===== src/rtl/mem_arbiter_pkg.sv =====
// Shared definitions for the MemLPM arbiter: default widths, port indices
// and the layout of the read-return tag carried through the latency pipe.
package mem_arbiter_pkg;

  localparam int AW_DEFAULT     = 5;
  localparam int DW_DEFAULT     = 16;
  localparam int RD_LAT_DEFAULT = 1;

  localparam logic PORT_CPU    = 1'b0;
  localparam logic PORT_LOADER = 1'b1;

  typedef struct packed {
    logic valid;
    logic port;
  } rd_tag_t;

  localparam int TAG_W = $bits(rd_tag_t);

  localparam rd_tag_t TAG_IDLE = '{valid: 1'b0, port: PORT_CPU};

  function automatic logic other_port(input logic port);
    return ~port;
  endfunction

endpackage


===== src/rtl/mem_arbiter_rd_tag_pipe.sv =====
// Shift register of read-return tags, one stage per cycle of memory read
// latency, cleared synchronously while Resetn is low.
module rd_tag_pipe
  import mem_arbiter_pkg::*;
#(
  parameter int DEPTH = 1
) (
  input  logic    Clock,
  input  logic    Resetn,
  input  rd_tag_t tag_in,
  output rd_tag_t tag_out
);

  rd_tag_t [DEPTH:0] chain;

  assign chain[0] = tag_in;

  genvar gi;
  generate
    for (gi = 0; gi < DEPTH; gi++) begin : g_stage
      rd_tag_t tag_reg;

      always_ff @(posedge Clock) begin
        if (!Resetn) begin
          tag_reg <= TAG_IDLE;
        end else begin
          tag_reg <= chain[gi];
        end
      end

      assign chain[gi+1] = tag_reg;
    end
  endgenerate

  assign tag_out = chain[DEPTH];

endmodule


===== src/rtl/mem_arbiter.sv =====
// Round-robin arbiter sharing one single-port MemLPM between the processor
// (port 0) and the board loader/debug port (port 1).
module mem_arbiter
  import mem_arbiter_pkg::*;
#(
  parameter int AW     = AW_DEFAULT,
  parameter int DW     = DW_DEFAULT,
  parameter int RD_LAT = RD_LAT_DEFAULT
) (
  input  logic          Clock,
  input  logic          Resetn,
  input  logic          p0_req,
  input  logic          p0_we,
  input  logic [AW-1:0] p0_addr,
  input  logic [DW-1:0] p0_wdata,
  output logic          p0_gnt,
  output logic          p0_rvalid,
  output logic [DW-1:0] p0_rdata,
  input  logic          p1_req,
  input  logic          p1_we,
  input  logic [AW-1:0] p1_addr,
  input  logic [DW-1:0] p1_wdata,
  output logic          p1_gnt,
  output logic          p1_rvalid,
  output logic [DW-1:0] p1_rdata,
  output logic [AW-1:0] mem_addr,
  output logic [DW-1:0] mem_data,
  output logic          mem_wren,
  input  logic [DW-1:0] mem_q,
  output logic          owner
);

  logic    prio_reg;
  logic    gnt_valid;
  logic    gnt_port;
  logic    sel_we;
  logic    rd_done;
  rd_tag_t push_tag;
  rd_tag_t done_tag;

  always_comb begin
    gnt_valid = (p0_req | p1_req) & Resetn;
    gnt_port  = (p0_req & p1_req) ? prio_reg : p1_req;
    sel_we    = (gnt_port == PORT_LOADER) ? p1_we : p0_we;
  end

  assign p0_gnt = gnt_valid & (gnt_port == PORT_CPU);
  assign p1_gnt = gnt_valid & (gnt_port == PORT_LOADER);
  assign owner  = p1_gnt;

  // Idle cycles park the memory bus on port 0 with the write strobe low.
  assign mem_addr = p1_gnt ? p1_addr  : p0_addr;
  assign mem_data = p1_gnt ? p1_wdata : p0_wdata;
  assign mem_wren = gnt_valid & sel_we;

  always_ff @(posedge Clock) begin
    if (!Resetn) begin
      prio_reg <= PORT_CPU;
    end else if (gnt_valid) begin
      prio_reg <= other_port(gnt_port);
    end
  end

  always_comb begin
    push_tag       = TAG_IDLE;
    push_tag.valid = gnt_valid & ~sel_we;
    push_tag.port  = gnt_port;
  end

  rd_tag_pipe #(
    .DEPTH (RD_LAT)
  ) u_rd_tag_pipe (
    .Clock   (Clock),
    .Resetn  (Resetn),
    .tag_in  (push_tag),
    .tag_out (done_tag)
  );

  // Gating with Resetn drops a read whose return lands in the reset cycle.
  assign rd_done   = done_tag.valid & Resetn;
  assign p0_rvalid = rd_done & (done_tag.port == PORT_CPU);
  assign p1_rvalid = rd_done & (done_tag.port == PORT_LOADER);
  assign p0_rdata  = mem_q;
  assign p1_rdata  = mem_q;

endmodule


===== config.mk =====
export PLATFORM = sky130hd
export DESIGN_NAME = mem_arbiter
export DESIGN_NICKNAME = d
export VERILOG_FILES = /design/src/rtl/mem_arbiter_pkg.sv /design/src/rtl/mem_arbiter_rd_tag_pipe.sv /design/src/rtl/mem_arbiter.sv
export SDC_FILE = /design/constraint.sdc
export NUM_CORES = 1
export LEC_CHECK = 0
export ABC_AREA = 1
export CORE_ASPECT_RATIO = 1.5
export CORE_MARGIN = 2
export CORE_UTILIZATION = 21
export DETAILED_ROUTE_END_ITERATION = 8
export GPL_TIMING_DRIVEN = 0
export PLACE_DENSITY = 0.8
export SLEW_MARGIN = 20
export SYNTH_ARGS = -nofsm -noshare
export SYNTH_HDL_FRONTEND = slang
export SYNTH_SLANG_ARGS = --single-unit

===== constraint.sdc =====
create_clock -name Clock -period 1 [get_ports Clock]
set_input_delay 0.2 -clock Clock [delete_from_list [all_inputs] [get_ports Clock]]
set_output_delay 0.2 -clock Clock [all_outputs]
set_load 0.05 [all_outputs]

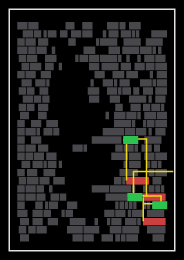
Fig. 1. Clock wires, drivers and flops (run 1).
Drawn at 3 px/µm.
- yellow: clock wires (length 94.2 µm)
- green: cells driving clock nets (count 3)
- red: flip-flops (count 3)
- routed clock nets: 4
P_clk: 0.359 mW
Worst-Skew Late Latency: 0.22 ns

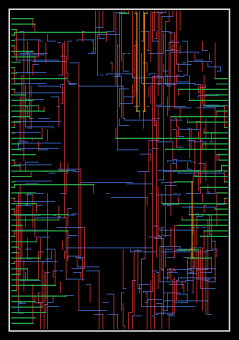
Fig. 2. Metal layers overlaid (run 1).
Drawn at 4 px/µm.
- blue: met1 (wire length 923 µm)
- green: met3 (wire length 550 µm)
- red: met2 (wire length 1900 µm)
- orange: met4 (wire length 68.0 µm)

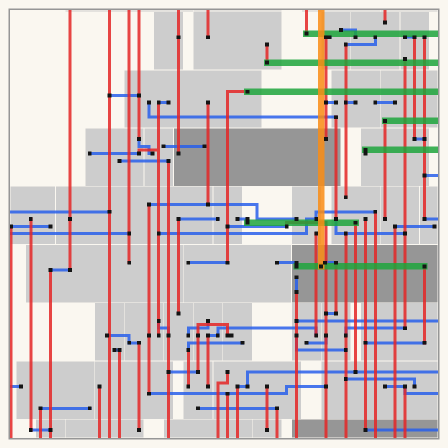
Fig. 3. A small window of the routed layout (run 1).
Region (31, 10) to (51, 30) µm. Cells in grey, sequential cells in the stronger grey; small squares are vias.
- blue: met1
- green: met3
- orange: met4
- red: met2
- most frequent: nand2_1 (5), inv_1 (4), nor2_1 (3)
- cells with their middle in the window: 34
- sequential cells in the window: 2
- netlist names of flops here include: prio_reg (1), u_rd_tag_pipe.tag_out (1)

==> impl_metrics.py, run 1 <==
# Auto-generated metrics
metrics = {
    "setup_path": {
        "cp-end-kind": "primary output",
        "crit_type": "reg2out",
        "cp.arrival_ns": 1.38,
        "worstSetupEndpoint": "p1_gnt",
        "worst-endpoint-required_ns": 0.80,
        "critPathTopFamily": "buffers and inverters",
        "rr_endpoint": "u_rd_tag_pipe.tag_out[0]",
        "crit_path_start": "prio_reg",
    },
    "synthesis": {
        "ys_sh_simple_pct": 19.9,
        "flop_cell": "dfxtp_1",
        "ys_async_sr_fraction_pct": 0,
        "yosys_warnings": 0,
        "synth.avg_cell_area_um2": 6.32,
        "top_cell": "buf_4",
        "topCombFamilyByArea": "buffers and inverters",
        "synth-edff-count": 0,
        "yosysSeqAreaShare_pct": 7.42,
        "xor_share_pct": 0,
        "yosysTopAreaCellShare_pct": 30.6,
        "top_cells_by_area": "buf_4, o21ai_2, nand2_1",
        "synthesis.nets": 192,
    },
    "power": {
        "clkPwrFrac_pct": 18.3,
        "combPwrFrac_pct": 74.8,
        "ir_drop_v": 0.00116,
        "p_seq_mw": 0.135,
        "p_leak_nw": 1.12,
        "pg_comb_mw": 1.46,
        "power_mw": 1.96,
        "power_switching_mw": 0.938,
    },
    "finish": {
        "final-clk-cell-share_pct": 1.98,
        "drive_above_1_share_pct": 47.3,
        "final_common_cell": "clkdlybuf4s50_1",
        "flops": 3,
        "seq-cell-share_pct": 2.81,
        "finalNonFillerCells": 288,
        "fin_area_um2": 2270,
        "largest_reg_flops": 2,
        "largest_class": "buffers",
        "nNetsFinal": 310,
    },
    "global_route": {
        "top_usage_layer": "met2",
        "grt_util_met2_pct": 30.1,
        "grt.overflow.total": 0,
        "grt_antenna_before_repair": 0,
        "grt.met1_usage_pct": 12.7,
        "grt_max_degree": 11,
    },
    "floorplanning": {
        "rows": 27,
        "die_h_um": 80.0,
        "die-width_um": 54.7,
        "fp-utilization_pct": 22.0,
    },
    "status": {
        "violations": "negative setup slack",
        "status": "finished with violations",
    },
    "clocking": {
        "path_clk_slew_ns": 0.03,
        "cts_buffer_depth": 2,
        "cts_made_buffers": 3,
        "post_cts_buffers": 3,
        "h-tree-depth": 1,
        "cts_tree": "yes",
    },
    "final_timing": {
        "setup_ws_ns": -0.578,
        "tns_ns": -13.64,
        "setup_viol": 27,
        "min_period_ns": 1.58,
        "finalClockPeriodUsage_pct": 158,
        "hold_viol": 0,
    },
    "worst_hold_path": {
        "hold_path.class": "in2reg",
        "timing.hold.worst_path_depth": 3,
        "worstHoldEndpoint": "prio_reg",
    },
    "placement": {
        "io_buffers": 106,
        "placedCellCount": 277,
        "dpl_cell_area_um2": 2040,
    },
    "detailed_routing": {
        "drt-met1-wl_um": 923,
        "ant_nets": 0,
        "routed_wl_um": 3440,
        "wl_met3_um": 550,
        "drt_iter0_drc": 5,
    },
}
Fig. 4: run 1, gate-type map
Drawn at 4 px/µm.
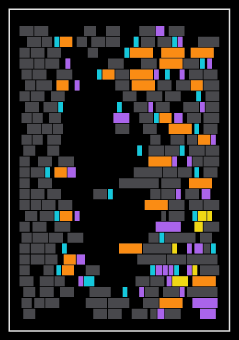

==> run 1 -> run 2 <==
--- a/config.mk
+++ b/config.mk
@@ -7,7 +7,7 @@
 export LEC_CHECK = 0
 export ABC_AREA = 1
 export CORE_ASPECT_RATIO = 1.5
-export CORE_MARGIN = 2
+export CORE_MARGIN = 3
 export CORE_UTILIZATION = 21
 export DETAILED_ROUTE_END_ITERATION = 8
 export GPL_TIMING_DRIVEN = 0
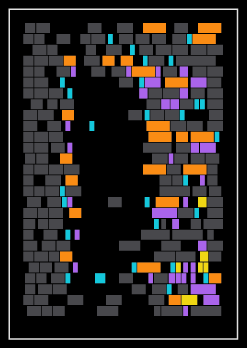
Fig. 5. Gate-type map (run 2).
Drawn at 4 px/µm.
- orange: inverting AOI/OAI gates (cells 23)
- cyan: inverters (cells 27)
- yellow: NOR gates (cells 6; where lower right)
- purple: NAND gates (cells 33)

==> run 2 against run 1 <==
Against the previous run: the run still ends with negative setup slack left; register-to-register slack worse by 0.08 ns; synthesized cell count is the same; non-clock buffer count fell by 1; clock skew up 0.0052 ns; sequential share of layout area about the same; worst setup slack got worse by 0.011 ns; critical endpoint unchanged; largest power group unchanged; highest routed layer unchanged.
==> impl_metrics.py, run 2 <==
# Auto-generated metrics
metrics = {
    "status": {
        "status": "finished with violations",
        "violations": "negative setup slack",
    },
    "power": {
        "power_mw": 1.97,
        "p_leak_nw": 1.11,
        "clk-power_mw": 0.365,
    },
    "finish": {
        "nNetsFinal": 309,
        "largest_reg_flops": 2,
        "drive_above_1_share_pct": 48.8,
        "final_common_cell": "clkdlybuf4s50_1",
        "largest_class": "buffers",
    },
    "detailed_routing": {
        "drt_iter0_drc": 37,
        "wl_met3_um": 446,
        "routed_wl_um": 3880,
        "drt-met1-wl_um": 1170,
        "ant_nets": 0,
    },
    "placement": {
        "io_buffers": 106,
        "dpl_cell_area_um2": 2040,
    },
    "global_route": {
        "grt_max_degree": 11,
        "top_usage_layer": "met2",
        "grt.met1_usage_pct": 14.0,
    },
    "clocking": {
        "cts_tree": "yes",
        "cts_buffer_depth": 2,
        "post_cts_buffers": 3,
        "cts_made_buffers": 3,
    },
    "final_timing": {
        "tns_ns": -13.34,
        "finalClockPeriodUsage_pct": 159,
        "hold_viol": 0,
        "setup_viol": 28,
        "setup_ws_ns": -0.589,
    },
    "worst_hold_path": {
        "timing.hold.worst_path_depth": 3,
        "hold_path.class": "in2reg",
    },
    "synthesis": {
        "topCombFamilyByArea": "buffers and inverters",
        "synthesis.nets": 192,
        "flop_cell": "dfxtp_1",
        "yosysSeqAreaShare_pct": 7.42,
        "top_cell": "buf_4",
        "xor_share_pct": 0,
    },
    "setup_path": {
        "cp.arrival_ns": 1.39,
        "rr_endpoint": "u_rd_tag_pipe.tag_out[0]",
        "worst-endpoint-required_ns": 0.80,
    },
    "floorplanning": {
        "fp-utilization_pct": 22.0,
    },
}
Fig. 6: run 2, metal layers overlaid
Drawn at 4 px/µm.
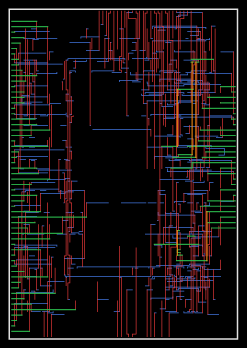

==> run 2 -> run 3 <==
--- a/config.mk
+++ b/config.mk
@@ -8,10 +8,10 @@
 export ABC_AREA = 1
 export CORE_ASPECT_RATIO = 1.5
 export CORE_MARGIN = 3
-export CORE_UTILIZATION = 21
+export CORE_UTILIZATION = 25
 export DETAILED_ROUTE_END_ITERATION = 8
 export GPL_TIMING_DRIVEN = 0
-export PLACE_DENSITY = 0.8
+export PLACE_DENSITY = 0.89
 export SLEW_MARGIN = 20
 export SYNTH_ARGS = -nofsm -noshare
 export SYNTH_HDL_FRONTEND = slang
==> constraint.sdc (replaced) <==
create_clock -name Clock -period 2 [get_ports Clock]
set_input_delay 0.4 -clock Clock [delete_from_list [all_inputs] [get_ports Clock]]
set_output_delay 0.4 -clock Clock [all_outputs]
set_load 0.05 [all_outputs]
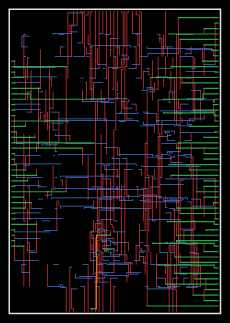
Fig. 7. Metal layers overlaid (run 3).
Drawn at 4 px/µm.
Total Routing Usage GR: 15.9%
DR vias: 1184
post-DR wirelength/cell: 11.8 µm

==> run 3 against run 2 <==
Against the previous run: the flow now finishes without violations; non-clock buffer count is 3 higher; synthesized cell count unchanged; core utilization grew 8.1 points; critical path depth unchanged; clock-buffer cell count stayed put; sequential cell count stayed put; cell count down 0.35%; via count is 3.3% lower; hold slack improved by 0.23 ns; routed wire length is 13% lower; sequential power fell by 51%; critical path type is now in2out; critical endpoint is now mem_addr[2]; largest power group unchanged; highest routed layer unchanged.
==> impl_metrics.py, run 3 <==
# Auto-generated metrics
metrics = {
    "status": {
        "status": "finished, final reports clean",
    },
    "finish": {
        "nNetsFinal": 312,
        "drive_above_1_share_pct": 39.3,
        "final_common_cell": "clkdlybuf4s50_1",
        "final-clk-cell-share_pct": 2.16,
        "fin_area_um2": 2090,
        "seq-cell-share_pct": 2.88,
        "largest_reg_flops": 2,
    },
    "floorplanning": {
        "rows": 24,
        "fp-utilization_pct": 27.0,
        "die_h_um": 75.7,
    },
    "power": {
        "power_mw": 0.933,
        "p_seq_mw": 0.0661,
        "power_switching_mw": 0.432,
        "clk-power_mw": 0.173,
        "pg_comb_mw": 0.694,
        "clkPwrFrac_pct": 18.6,
        "combPwrFrac_pct": 74.4,
        "ir_drop_v": 0.000289,
    },
    "clocking": {
        "cts_made_buffers": 3,
        "cts_buffer_depth": 2,
        "clkLatencyLatePin_ns": 0.21,
        "path_clk_slew_ns": 0.03,
        "post_cts_buffers": 6,
    },
    "synthesis": {
        "synth.avg_cell_area_um2": 6.32,
        "synth-edff-count": 0,
        "xor_share_pct": 0,
        "ys_async_sr_fraction_pct": 0,
        "yosys_warnings": 0,
        "top_cells_by_area": "buf_4, o21ai_2, nand2_1",
        "yosysSeqAreaShare_pct": 7.42,
        "flop_cell": "dfxtp_1",
    },
    "setup_path": {
        "crit_type": "in2out",
        "crit_path_start": "p0_req",
        "cp-end-kind": "primary output",
        "worstSetupEndpoint": "mem_addr[2]",
    },
    "final_timing": {
        "setup_viol": 0,
        "min_period_ns": 1.93,
    },
    "global_route": {
        "grt.met1_usage_pct": 13.1,
        "grt.overflow.total": 0,
        "grt_antenna_before_repair": 0,
        "top_usage_layer": "met2",
        "grt_max_degree": 11,
    },
    "detailed_routing": {
        "wl_met3_um": 566,
        "ant_nets": 0,
        "drt-met1-wl_um": 1000,
    },
    "worst_hold_path": {
        "hold_path.class": "reg2reg",
        "worstHoldEndpoint": "prio_reg",
        "timing.hold.worst_path_depth": 2,
    },
    "placement": {
        "placedCellCount": 273,
        "dpl_cell_area_um2": 1920,
    },
}
Power figures rest on the tool's default switching activity, not on a simulated workload.
